[config.mk]
export PLATFORM = sky130hd
export DESIGN_NAME = branch_resolve_ctrl
export DESIGN_NICKNAME = d
export VERILOG_FILES = /design/src/rtl/branch_resolve_ctrl.sv
export SDC_FILE = /design/constraint.sdc
export NUM_CORES = 1
export LEC_CHECK = 0
export CORE_ASPECT_RATIO = 1.5
export CORE_UTILIZATION = 45
export CTS_CLUSTER_DIAMETER = 150
export DETAILED_ROUTE_END_ITERATION = 8
export PLACE_DENSITY = 0.8
export SYNTH_ARGS = -nofsm -noshare
export SYNTH_HDL_FRONTEND = slang
export SYNTH_SLANG_ARGS = --single-unit
export TNS_END_PERCENT = 20
[constraint.sdc]
create_clock -name clk -period 3.4 [get_ports clk]
set_input_delay 0.68 -clock clk [delete_from_list [all_inputs] [get_ports clk]]
set_output_delay 0.68 -clock clk [all_outputs]
set_load 0.02 [all_outputs]
[src/rtl/branch_resolve_ctrl.sv]
`default_nettype none
// ============================================================================
// Module   : branch_resolve_ctrl
// Purpose  : ID-stage branch sequencer. Decodes beq/bne/blez/bgtz/bgez/bltz,
//            holds ID until the branch operands are final, evaluates the
//            condition, computes the target and issues a one-cycle registered
//            PC redirect with IF/ID and ID/EX flushes. Keeps saturating
//            branch statistics.
// Ports    : clk, rst_n (sync, active low)
//            id_valid, id_opcode, id_rt_field, id_imm, id_pc_plus4 - ID instr
//            rs_val, rt_val, rs_ready, rt_ready - forwarded operands
//            ext_flush      - later-stage flush, overrides everything here
//            stall_id       - hold PC and IF/ID (combinational)
//            redirect_valid, redirect_pc - PC redirect
//            flush_if_id, flush_id_ex   - wrong-path bubbles
//            branch_cnt, taken_cnt, stall_cnt - saturating statistics
// Revision : 1.0 - initial release
// ============================================================================
module branch_resolve_ctrl #(
  parameter int CNT_W = 16
) (
  input  logic             clk,
  input  logic             rst_n,
  input  logic             id_valid,
  input  logic [5:0]       id_opcode,
  input  logic [4:0]       id_rt_field,
  input  logic [15:0]      id_imm,
  input  logic [31:0]      id_pc_plus4,
  input  logic [31:0]      rs_val,
  input  logic [31:0]      rt_val,
  input  logic             rs_ready,
  input  logic             rt_ready,
  input  logic             ext_flush,
  output logic             stall_id,
  output logic             redirect_valid,
  output logic [31:0]      redirect_pc,
  output logic             flush_if_id,
  output logic             flush_id_ex,
  output logic [CNT_W-1:0] branch_cnt,
  output logic [CNT_W-1:0] taken_cnt,
  output logic [CNT_W-1:0] stall_cnt
);

  typedef enum logic [1:0] {
    S_IDLE     = 2'd0,
    S_WAIT     = 2'd1,
    S_REDIRECT = 2'd2
  } state_t;

  localparam logic [5:0] c_op_regimm = 6'h01;
  localparam logic [5:0] c_op_beq    = 6'h04;
  localparam logic [5:0] c_op_bne    = 6'h05;
  localparam logic [5:0] c_op_blez   = 6'h06;
  localparam logic [5:0] c_op_bgtz   = 6'h07;
  localparam logic [4:0] c_rt_bltz   = 5'b00000;
  localparam logic [4:0] c_rt_bgez   = 5'b00001;
  localparam logic [CNT_W-1:0] c_cnt_one = {{(CNT_W-1){1'b0}}, 1'b1};

  state_t            state_q, state_d;
  logic [31:0]       redirect_pc_q, redirect_pc_d;
  logic [CNT_W-1:0]  branch_cnt_q, branch_cnt_d;
  logic [CNT_W-1:0]  taken_cnt_q, taken_cnt_d;
  logic [CNT_W-1:0]  stall_cnt_q, stall_cnt_d;

  logic        w_is_beq, w_is_bne, w_is_blez, w_is_bgtz, w_is_bgez, w_is_bltz;
  logic        w_is_branch, w_ops_ready, w_taken, w_br;
  logic        w_rs_zero, w_rs_neg;
  logic [31:0] w_target;

  function automatic logic [CNT_W-1:0] sat_inc(input logic [CNT_W-1:0] v);
    return (&v) ? v : v + c_cnt_one;
  endfunction

  // Decode and condition evaluation
  always_comb begin
    w_is_beq    = (id_opcode == c_op_beq);
    w_is_bne    = (id_opcode == c_op_bne);
    w_is_blez   = (id_opcode == c_op_blez);
    w_is_bgtz   = (id_opcode == c_op_bgtz);
    w_is_bgez   = (id_opcode == c_op_regimm) && (id_rt_field == c_rt_bgez);
    w_is_bltz   = (id_opcode == c_op_regimm) && (id_rt_field == c_rt_bltz);
    w_is_branch = w_is_beq | w_is_bne | w_is_blez | w_is_bgtz | w_is_bgez | w_is_bltz;

    // Only the two-register compares depend on rt
    w_ops_ready = (w_is_beq | w_is_bne) ? (rs_ready & rt_ready) : rs_ready;

    w_rs_zero = (rs_val == 32'd0);
    w_rs_neg  = rs_val[31];

    w_taken = (w_is_beq  &  (rs_val == rt_val))
            | (w_is_bne  &  (rs_val != rt_val))
            | (w_is_blez &  (w_rs_neg | w_rs_zero))
            | (w_is_bgtz & ~(w_rs_neg | w_rs_zero))
            | (w_is_bgez & ~w_rs_neg)
            | (w_is_bltz &  w_rs_neg);

    w_target = id_pc_plus4 + {{14{id_imm[15]}}, id_imm, 2'b00};

    // The instruction in ID during REDIRECT is wrong-path, so it never counts
    w_br = id_valid & w_is_branch & (state_q != S_REDIRECT) & ~ext_flush;
  end

  // Next state, counters and outputs
  always_comb begin
    state_d       = S_IDLE;
    redirect_pc_d = redirect_pc_q;
    branch_cnt_d  = branch_cnt_q;
    taken_cnt_d   = taken_cnt_q;
    stall_cnt_d   = stall_cnt_q;

    // Outputs are forced low while reset is asserted, even mid-REDIRECT
    stall_id       = rst_n & w_br & ~w_ops_ready;
    redirect_valid = rst_n & (state_q == S_REDIRECT) & ~ext_flush;
    flush_if_id    = redirect_valid;
    flush_id_ex    = redirect_valid;

    if (stall_id) begin
      stall_cnt_d = sat_inc(stall_cnt_q);
    end

    case (state_q)
      S_IDLE, S_WAIT: begin
        if (w_br) begin
          if (!w_ops_ready) begin
            state_d = S_WAIT;
          end else begin
            branch_cnt_d = sat_inc(branch_cnt_q);
            if (w_taken) begin
              taken_cnt_d   = sat_inc(taken_cnt_q);
              redirect_pc_d = w_target;
              state_d       = S_REDIRECT;
            end
          end
        end
      end
      default: state_d = S_IDLE;
    endcase
  end

  always_ff @(posedge clk) begin
    if (!rst_n) begin
      state_q       <= S_IDLE;
      redirect_pc_q <= 32'd0;
      branch_cnt_q  <= '0;
      taken_cnt_q   <= '0;
      stall_cnt_q   <= '0;
    end else begin
      state_q       <= state_d;
      redirect_pc_q <= redirect_pc_d;
      branch_cnt_q  <= branch_cnt_d;
      taken_cnt_q   <= taken_cnt_d;
      stall_cnt_q   <= stall_cnt_d;
    end
  end

  assign redirect_pc = redirect_pc_q;
  assign branch_cnt  = branch_cnt_q;
  assign taken_cnt   = taken_cnt_q;
  assign stall_cnt   = stall_cnt_q;

endmodule
`default_nettype wire

Run 1, met2 routing:
Bar = 20 um.
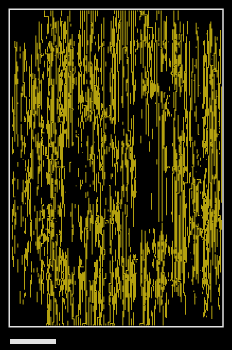
longest straight run	53.7 um
wire length on this layer	9,710 um
nets with wire on the layer	951
aggregate routed wire length: 18,000 um
via total after detailed routing: 5,956
global-route met2 utilization: 0.556

Run 1, met3 routing:
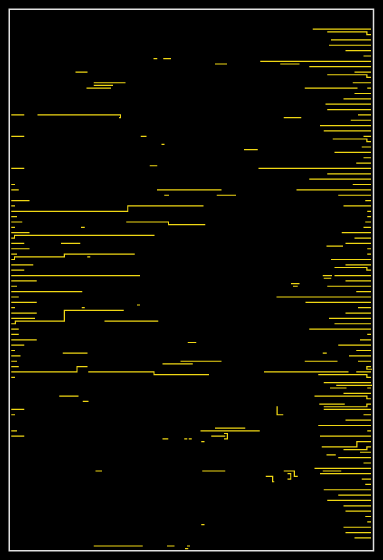
longest straight run	35.4 um
share of all routed wire	7.6%

==> results.sh, run 1 <==
# yosys + openroad results
export IMPL_run_status="complete, no violations"
export IMPL_synth_async_sr_flop_share=0
export IMPL_unrepaired_setup_endpoints_after_global_routing="false"
export IMPL_post_layout_nonfiller_instances=1074
export IMPL_power_combinational_total_uw=605
export IMPL_hp_start="state_q[1]$_SDFF_PN0_"
export IMPL_chipArea_um2=12600
export IMPL_startpoint_type="input port"
export IMPL_min_path_type="flip-flop to flip-flop"
export IMPL_design_core_area_um2=12000
export IMPL_share_clk_of_total_power=0.407
export IMPL_globalplace_congestion=0.910
export IMPL_cts_hold_buffers_added=0
export IMPL_postCtsResizedCells=1
export IMPL_cts_tree="yes"
export IMPL_timing_worst_setup_path_type="input port to flip-flop"
export IMPL_critical_path_n_buffers_inverters=4
export IMPL_period_needed_ns=3.17
export IMPL_number_of_hold_violations_in_the_final_report=0
export IMPL_power_largest_group="the clock network"
export IMPL_hold_path_end="state_q[0]$_SDFF_PN0_"
export IMPL_crit_reg2reg_capture="redirect_pc[3]$_SDFFE_PN0P_"
export IMPL_detail_route_vias_per_cell=5.55
export IMPL_critPathCaptureType="flip-flop"
export IMPL_h_tree_depth=3
export IMPL_synth_cells=674
export IMPL_yosys_stat_area_um2=5480
export IMPL_synth_yosys_num_cells=674
export IMPL_cp_depth=12
export IMPL_initialDrtViolationCount=276
export IMPL_place_port_buffers=212
export IMPL_clk_pin_slew_worst_paths_ns=0.06
export IMPL_r2r_worst_path_cells=7
export IMPL_floorplan_core_util=0.458
export IMPL_cell_internal_pwr_uw=1950
export IMPL_ys_warnings_count=0
export IMPL_clkLatencyLatePin_ns=0.34
export IMPL_area_growth_syn_to_fin_pct=52.2
export IMPL_maximum_number_of_buffers_from_clock_root_to_sink=2
export IMPL_finalHoldWorstSlack_ns=0.432
export IMPL_power_ir_vdd_worst_mv=0.248
export IMPL_synth_flop_count=82
export IMPL_grt_total_usage=0.281
export IMPL_setup_viol=0
export IMPL_ys_seq_frac=0.300
export IMPL_worst_path_max_stage_delay_ns=0.44
export IMPL_place_hpwl_um=14000
export IMPL_post_route_cells_drive_above_1_share=0.0749
export IMPL_power_uw=2640
export IMPL_reg2reg_slack_ns=1.17
export IMPL_post_synthesis_average_cell_area_um2=8.13
export IMPL_drc=0
export IMPL_switching_share=0.263
export IMPL_seq_power_share=0.364
export IMPL_antenna_found_initial=0
export IMPL_number_of_enable_type_register_cells_in_the_synthesized_netlist=0
export IMPL_number_of_max_slew_violations_in_the_final_report=0
export IMPL_max_freq_ghz=0.316
export IMPL_timing_critical_path_mode_cell="buf_4"
export IMPL_numPlacedInstances=1058
export IMPL_crit_chain="clkdlybuf4s50_1 -> xnor2_1 -> nand4_1 -> nor4_1 -> a21oi_1 -> mux2i_4 -> buf_4 -> nor2_2 -> buf_4 -> buf_4 -> nand3_1 -> o21ai_1"
export IMPL_final_setup_tns_ns=0
export IMPL_antennaDiodeCount=0
export IMPL_whs_path_depth=1
export IMPL_drv_max_cap_violation_count=0
export IMPL_design_portCount=213
export IMPL_number_of_global_route_vias_before_repair=5778
export IMPL_max_slew_worst_pin_slew_ns=0.755
export IMPL_floorplan_rows=49
export IMPL_slew_headroom=0.497
export IMPL_detailedRoute_firstPassIterationCount=4
export IMPL_clock_sinks=82
export IMPL_crit_reg2reg_launch="state_q[1]$_SDFF_PN0_"
export IMPL_arrival_ns=3.43
export IMPL_synthDistinctLibCells=60
export IMPL_critPathRequiredTime_ns=3.66
export IMPL_post_route_period_util=0.932
export IMPL_final_fill_count=951
export IMPL_cell_area_after_synthesis_um2=5480
export IMPL_wire_per_inst_um=16.7
export IMPL_timing_critical_path_max_delay_family="buffers and inverters"
export IMPL_synth_net_count=836
export IMPL_clk_root_buffer_cell="clkbuf_16"
export IMPL_clock_skew_ns=0.00661
export IMPL_clock_power_uw=1080
export IMPL_ys_dominant_reg_cell="dfxtp_1"
export IMPL_global_route_wire_length_before_repair_um=27800
export IMPL_pwr_density_cell_nw_per_um2=317
Run 1, where the registers sit:
Bar = 20 um. Other sequential cells in the stronger grey, the rest of the logic in the fainter grey.
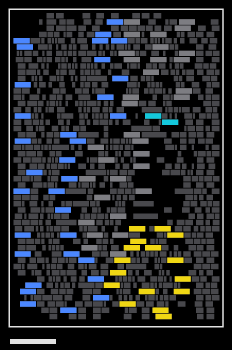
name in the netlist	colour	flops
state_q	cyan	2
branch_cnt	yellow	16
redirect_pc	blue	32
fin util: 0.698
sequential cell area: 1640 um^2
power attributed to sequential cells: 962 uW
share of the final layout cell area in sequential cells: 0.197

==> run 1: placed cells by master (no fill, tap or decap), types with 4 or more instances in the layout <==
cell type	n
nand4b_1	4
ha_1	32
dfxtp_1	82
nor4_1	10
nor3_1	10
clkbuf_16	9
inv_1	19
nor2_1	75
o211ai_1	4
o21ai_0	38
and3_1	7
or3_1	18
o21ai_1	4
mux2i_1	23
xor2_1	16
and2_1	4
xnor2_1	60
nand2_1	43
buf_4	41
nand4_1	20
o31ai_1	5
a211o_1	5
nand3_1	41
clkdlybuf4s50_1	211
a21oi_1	56
a211oi_1	4
nand3b_1	4
and4_1	5
a21o_1	11
o21bai_1	4
==> run 1: area by class of cell <==
class | count | area, um^2 | area share
timing repair buffer | 254 | 2450 | 0.294
sequential | 82 | 1640 | 0.197
clock inverter | 6 | 90.1 | 0.0108
inverter | 20 | 75.1 | 0.00900
multi-input combinational | 549 | 3660 | 0.438
clock buffer | 10 | 239 | 0.0286
tap | 153 | 191 | 0.0229
==> run 1: worst max-delay path by stage <==
stage / startpoint / endpoint / slack [ns]
after floorplan: id_imm[0] / redirect_pc[30]$_SDFFE_PN0P_ / 0.67
after global placement: id_opcode[3] / stall_id / -0.04
after detailed placement: id_pc_plus4[2] / redirect_pc[30]$_SDFFE_PN0P_ / -0.06
after CTS: id_opcode[3] / stall_id / 0.25
after global routing: rs_val[30] / redirect_pc[25]$_SDFFE_PN0P_ / 0.05
final: rs_val[30] / redirect_pc[30]$_SDFFE_PN0P_ / 0.23
==> run 1: routing by layer <==
layer / vias up / part of all wire / wire, um / global-route usage
met2: 240 / 0.54 / 9710 / 0.556
li1: 2942 / - / - / -
met1: 2742 / 0.35 / 6330 / 0.268
met3: 32 / 0.076 / 1370 / 0.0750
met5: - / 0 / 0 / 0
met4: 0 / 0.030 / 546 / 0.124
==> run 1: kinds of logic after synthesis <==
| group | Yosys count | share of synthesized area |
|---|---|---|
| AOI/OAI and AO/OA | 158 | 0.182 |
| xor gates and xnor gates | 76 | 0.121 |
| adders and majority gates | 33 | 0.0767 |
| buffers and inverters | 43 | 0.0331 |
| DFF | 82 | 0.300 |
| muxes | 24 | 0.0461 |
| and+or+nand+nor | 258 | 0.240 |
==> run 1: flip-flops by register name, indices dropped and copies added (netlist names) <==
signal	cells
redirect_pc	32
branch_cnt	16
stall_cnt	16
taken_cnt	16
state_q	2
==> run 1: cell usage after synthesis (5+ instances only) <==
master	n	share of area
dfxtp_1	82	0.30
nor2_1	75	0.051
xnor2_1	60	0.096
a21oi_1	56	0.051
nand2_1	43	0.029
nand3_1	41	0.037
o21ai_0	38	0.035
ha_1	32	0.073
mux2i_1	23	0.042
inv_1	20	0.014
nand4_1	20	0.023
or3_1	18	0.021
xor2_1	16	0.026
clkbuf_1	15	0.010
a21o_1	11	0.015
nor3_1	10	0.0091
nor4_1	10	0.011
and3_1	7	0.0080
a211o_1	5	0.0080
and4_1	5	0.0080
o31ai_1	5	0.0069
==> run 1: stage by stage <==
step | worst slack [ns] | area, um^2
finish | 0.233 | 8340
global placement | -0.0386 | 8010
detailed placement | -0.0621 | 8010
floorplan | 0.671 | 5480
global route | 0.0497 | 8340
CTS | 0.253 | 8340
Run 1, gate-type map:
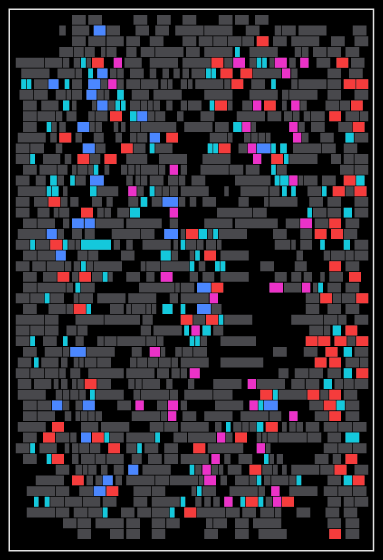

--- run 2 (diff from run 1) ---
Settings changed: CAP_MARGIN set to 30, CORE_UTILIZATION 45 to 40, PLACE_DENSITY 0.8 to 0.75.
Clock period 3.4 ns to 2.8 ns, I/O delays scaled along.
Run 2, gate-type map:
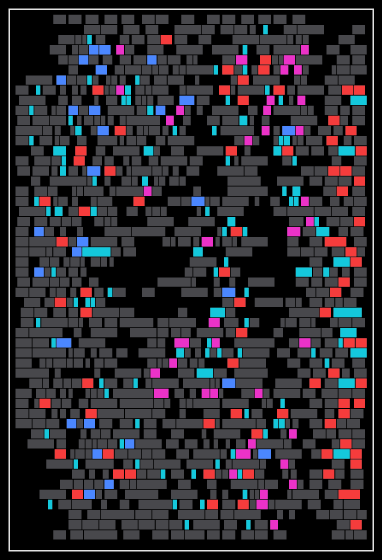
family	colour	cells	most used
xor and xnor cells	red	76	xnor2_1
and/or cells	magenta	39	or3_1
non-inverting ao/oa cells	blue	28	a21o_1
nor cells	cyan	104	nor2_1

==> results.sh, run 2 <==
# yosys + openroad results
export IMPL_run_status="complete, no violations"
export IMPL_detail_route_vias_per_cell=5.41
export IMPL_yosysMostFrequentCell="dfxtp_1"
export IMPL_post_synth_and_or_nand_nor_area_fraction=0.240
export IMPL_post_synth_ao_oa_area_fraction=0.182
export IMPL_max_freq_ghz=0.362
export IMPL_post_place_ws_ns=-0.453
export IMPL_area_growth_syn_to_fin_pct=70.6
export IMPL_drc=0
export IMPL_critPathRequiredTime_ns=3.01
export IMPL_dieHeight_um=145
export IMPL_grt_remaining_overflow=0
export IMPL_setup_viol=0
export IMPL_post_route_cells_drive_above_1_share=0.190
export IMPL_crit_chain="clkdlybuf4s50_1 -> xnor2_1 -> nand4_1 -> nor4_2 -> buf_4 -> a21oi_2 -> mux2i_4 -> or2_4 -> buf_12 -> mux2i_1 -> nor2_1"
export IMPL_cts_inserted_buffers=9
export IMPL_placed_cell_area_um2=8600
export IMPL_synth_flop_count=82
export IMPL_synth_yosys_num_cells=674
export IMPL_synthesized_area_fraction_occupied_by_xor_and_xnor_cells=0.121
export IMPL_synth_cells=674
export IMPL_place_port_buffers=212
export IMPL_design_portCount=213
export IMPL_cell_area_after_layout_um2=9350
export IMPL_number_of_global_route_vias_before_repair=6105
export IMPL_final_core_utilization=0.698
export IMPL_setup_ws_ns=0.0398
export IMPL_initialDrtViolationCount=155
export IMPL_arrival_ns=2.97
export IMPL_number_of_warnings_the_tools_reported=28
export IMPL_timing_critical_path_slowest_stage_cell="clkdlybuf4s50_1"
export IMPL_power_ir_vdd_worst_mv=0.298
export IMPL_timing_worst_setup_path_type="input port to flip-flop"
export IMPL_max_slew_worst_pin_slew_ns=0.741
export IMPL_pwr_density_cell_nw_per_um2=366
export IMPL_clock_sinks=82
export IMPL_clk_pin_slew_worst_paths_ns=0.06
export IMPL_power_leakage_uw=0.00372
export IMPL_worst_path_max_stage_delay_ns=0.51
export IMPL_clock_skew_ns=0.00797
export IMPL_cts_tree="yes"
export IMPL_antennaDiodeCount=0
export IMPL_cell_area_after_synthesis_um2=5480
export IMPL_top_area_frac=0.300
export IMPL_critPathCaptureType="flip-flop"
export IMPL_post_synthesis_average_cell_area_um2=8.13
export IMPL_startpoint_type="input port"
export IMPL_place_hpwl_um=13900
export IMPL_netlist_logic_family_top="simple AND/OR/NAND/NOR gates"
export IMPL_clkLatencyLatePin_ns=0.34
export IMPL_worst_path_fanout_max=14
export IMPL_drv_max_cap_violation_count=0
export IMPL_slew_headroom=0.506
export IMPL_synth_net_count=836
export IMPL_mostFrequentLayoutCells="188 x clkdlybuf4s50_1, 114 x buf_4, 82 x dfxtp_1"
export IMPL_number_of_enable_type_register_cells_in_the_synthesized_netlist=0
export IMPL_maximum_number_of_buffers_from_clock_root_to_sink=2
export IMPL_routed_wl_um=18300
export IMPL_antenna_found_initial=0
export IMPL_ys_seq_frac=0.300
export IMPL_synth_async_sr_flop_share=0
export IMPL_synthDistinctLibCells=60
export IMPL_ys_dominant_reg_cell="dfxtp_1"
export IMPL_num_nets_final=1157
export IMPL_grt_total_usage=0.245
export IMPL_number_of_max_slew_violations_in_the_final_report=0
export IMPL_common_cells="82 x dfxtp_1, 75 x nor2_1, 60 x xnor2_1, 56 x a21oi_1, 43 x nand2_1"
export IMPL_largest_net_degree_at_the_start_of_global_routing=68
export IMPL_period_needed_ns=2.76
export IMPL_clk_root_buffer_cell="clkbuf_16"
export IMPL_area_leaders="dfxtp_1 30%, xnor2_1 9.6%, ha_1 7.3%"
export IMPL_mux_share=0.0461
export IMPL_antenna_violating_nets_post_route=0
export IMPL_detailroute_via_count=6279
export IMPL_number_of_hold_violations_in_the_final_report=0
export IMPL_globalplace_congestion=0.842
export IMPL_design_core_area_um2=13400
export IMPL_min_path_type="flip-flop to flip-flop"
export IMPL_detailedRoute_firstPassIterationCount=4
export IMPL_yosys_area_top_type="dfxtp_1"
export IMPL_post_route_period_util=0.986
export IMPL_h_tree_depth=3
export IMPL_yosys_stat_area_um2=5480
export IMPL_wire_per_inst_um=15.7
export IMPL_ys_warnings_count=0
export IMPL_unrepaired_setup_endpoints_after_global_routing="true"
export IMPL_largest_reg_flops=32
export IMPL_floorplan_rows=52
export IMPL_global_route_wire_length_before_repair_um=28200
export IMPL_chipArea_um2=14200
export IMPL_power_uw=3420
export IMPL_layout_top_cell_excl_fill_tap="clkdlybuf4s50_1"
export IMPL_synth_adder_area_share=0.0767
export IMPL_floorplan_core_util=0.409
export IMPL_die_x_um=97.6
==> run 2: cell count changes in the layout (fill, tap and decap cells not counted), moves of 4 or more <==
cell             before  now
a21oi_2               0    4
buf_4                41  114
ha_1                 32   23
nor4_2                0    8
dlymetal6s2s_1        0   23
nor4_1               10    1
ha_4                  0    7
clkdlybuf4s50_1     211  188
a21oi_1              56   52
==> run 2: cells by family after synthesis <==
group / after synthesis
buffers and inverters: 43
flip-flops: 82
XOR/XNOR: 76
AND/OR/NAND/NOR: 258
adder cells (fa/ha/maj): 33
multiplexers: 24
AND-OR/OR-AND: 158
==> run 2: final cells by class <==
type	count	area, um^2
clock buffers	9	225
clock inverters	6	115
fillers	1069	4050
inverters	20	75.1
multi-input cells	550	3970
flip-flops and latches	82	1640
well taps	162	203
repair buffers	332	3120
==> run 2: through the flow <==
step | hold WS (ns) | TNS, ns | cells
6_report | 0.434 | 0 | 1161
5_1_grt | 0.473 | -0.558 | 1161
4_1_cts | 0.440 | -0.000840 | 1155
3_5_place_dp | 0.431 | -17.82 | 1140
3_3_place_gp | 0.415 | -15.12 | 1140
2_1_floorplan | 0.408 | 0 | 674
==> run 2: worst max-delay path, delay by kind of cell <==
family | cells | cell delay, ns
and+or+nand+nor | 4 | 0.83
buffers and inverters | 3 | 0.84
muxes | 2 | 0.53
xor gates and xnor gates | 1 | 0.14
AOI/OAI and AO/OA | 1 | 0.06
==> run 2: worst paths after layout <==
| check | startpoint | endpoint | slack [ns] | cells after the start |
|---|---|---|---|---|
| setup reg to reg | taken_cnt[6]$_SDFFE_PN0P_ | taken_cnt[3]$_SDFFE_PN0P_ | 0.55 | 7 |
| setup / recovery | rs_val[10] | redirect_pc[2]$_SDFFE_PN0P_ | 0.04 | 11 |
| hold reg to reg | state_q[1]$_SDFF_PN0_ | state_q[0]$_SDFF_PN0_ | 0.43 | 1 |
| hold / removal | state_q[1]$_SDFF_PN0_ | state_q[0]$_SDFF_PN0_ | 0.43 | 1 |
==> run 2: power breakdown <==
part	switching [uW]	leakage, uW	internal [uW]
clock network	491	0.000162	871
logic	387	0.00290	504
registers	0.904	0.000660	1170
==> run 2: timing repair <==
item / CTS / global route
buffers inserted: 0 / 5
hold buffers: 0 / 0
endpoints found under the setup margin: 12 / 48
gates resized: 6 / 76
gates cloned: 0 / 1
pin swaps: 5 / 35
==> run 2: per-layer routing <==
metal | global-route usage | vias up | share of wire
met5 | 0 | - | 0
li1 | - | 3102 | -
met4 | 0.100 | 0 | 0.033
met1 | 0.237 | 2938 | 0.37
met3 | 0.0557 | 38 | 0.060
met2 | 0.486 | 201 | 0.54
No activity file was given, so power comes from the tool's default toggle rates.
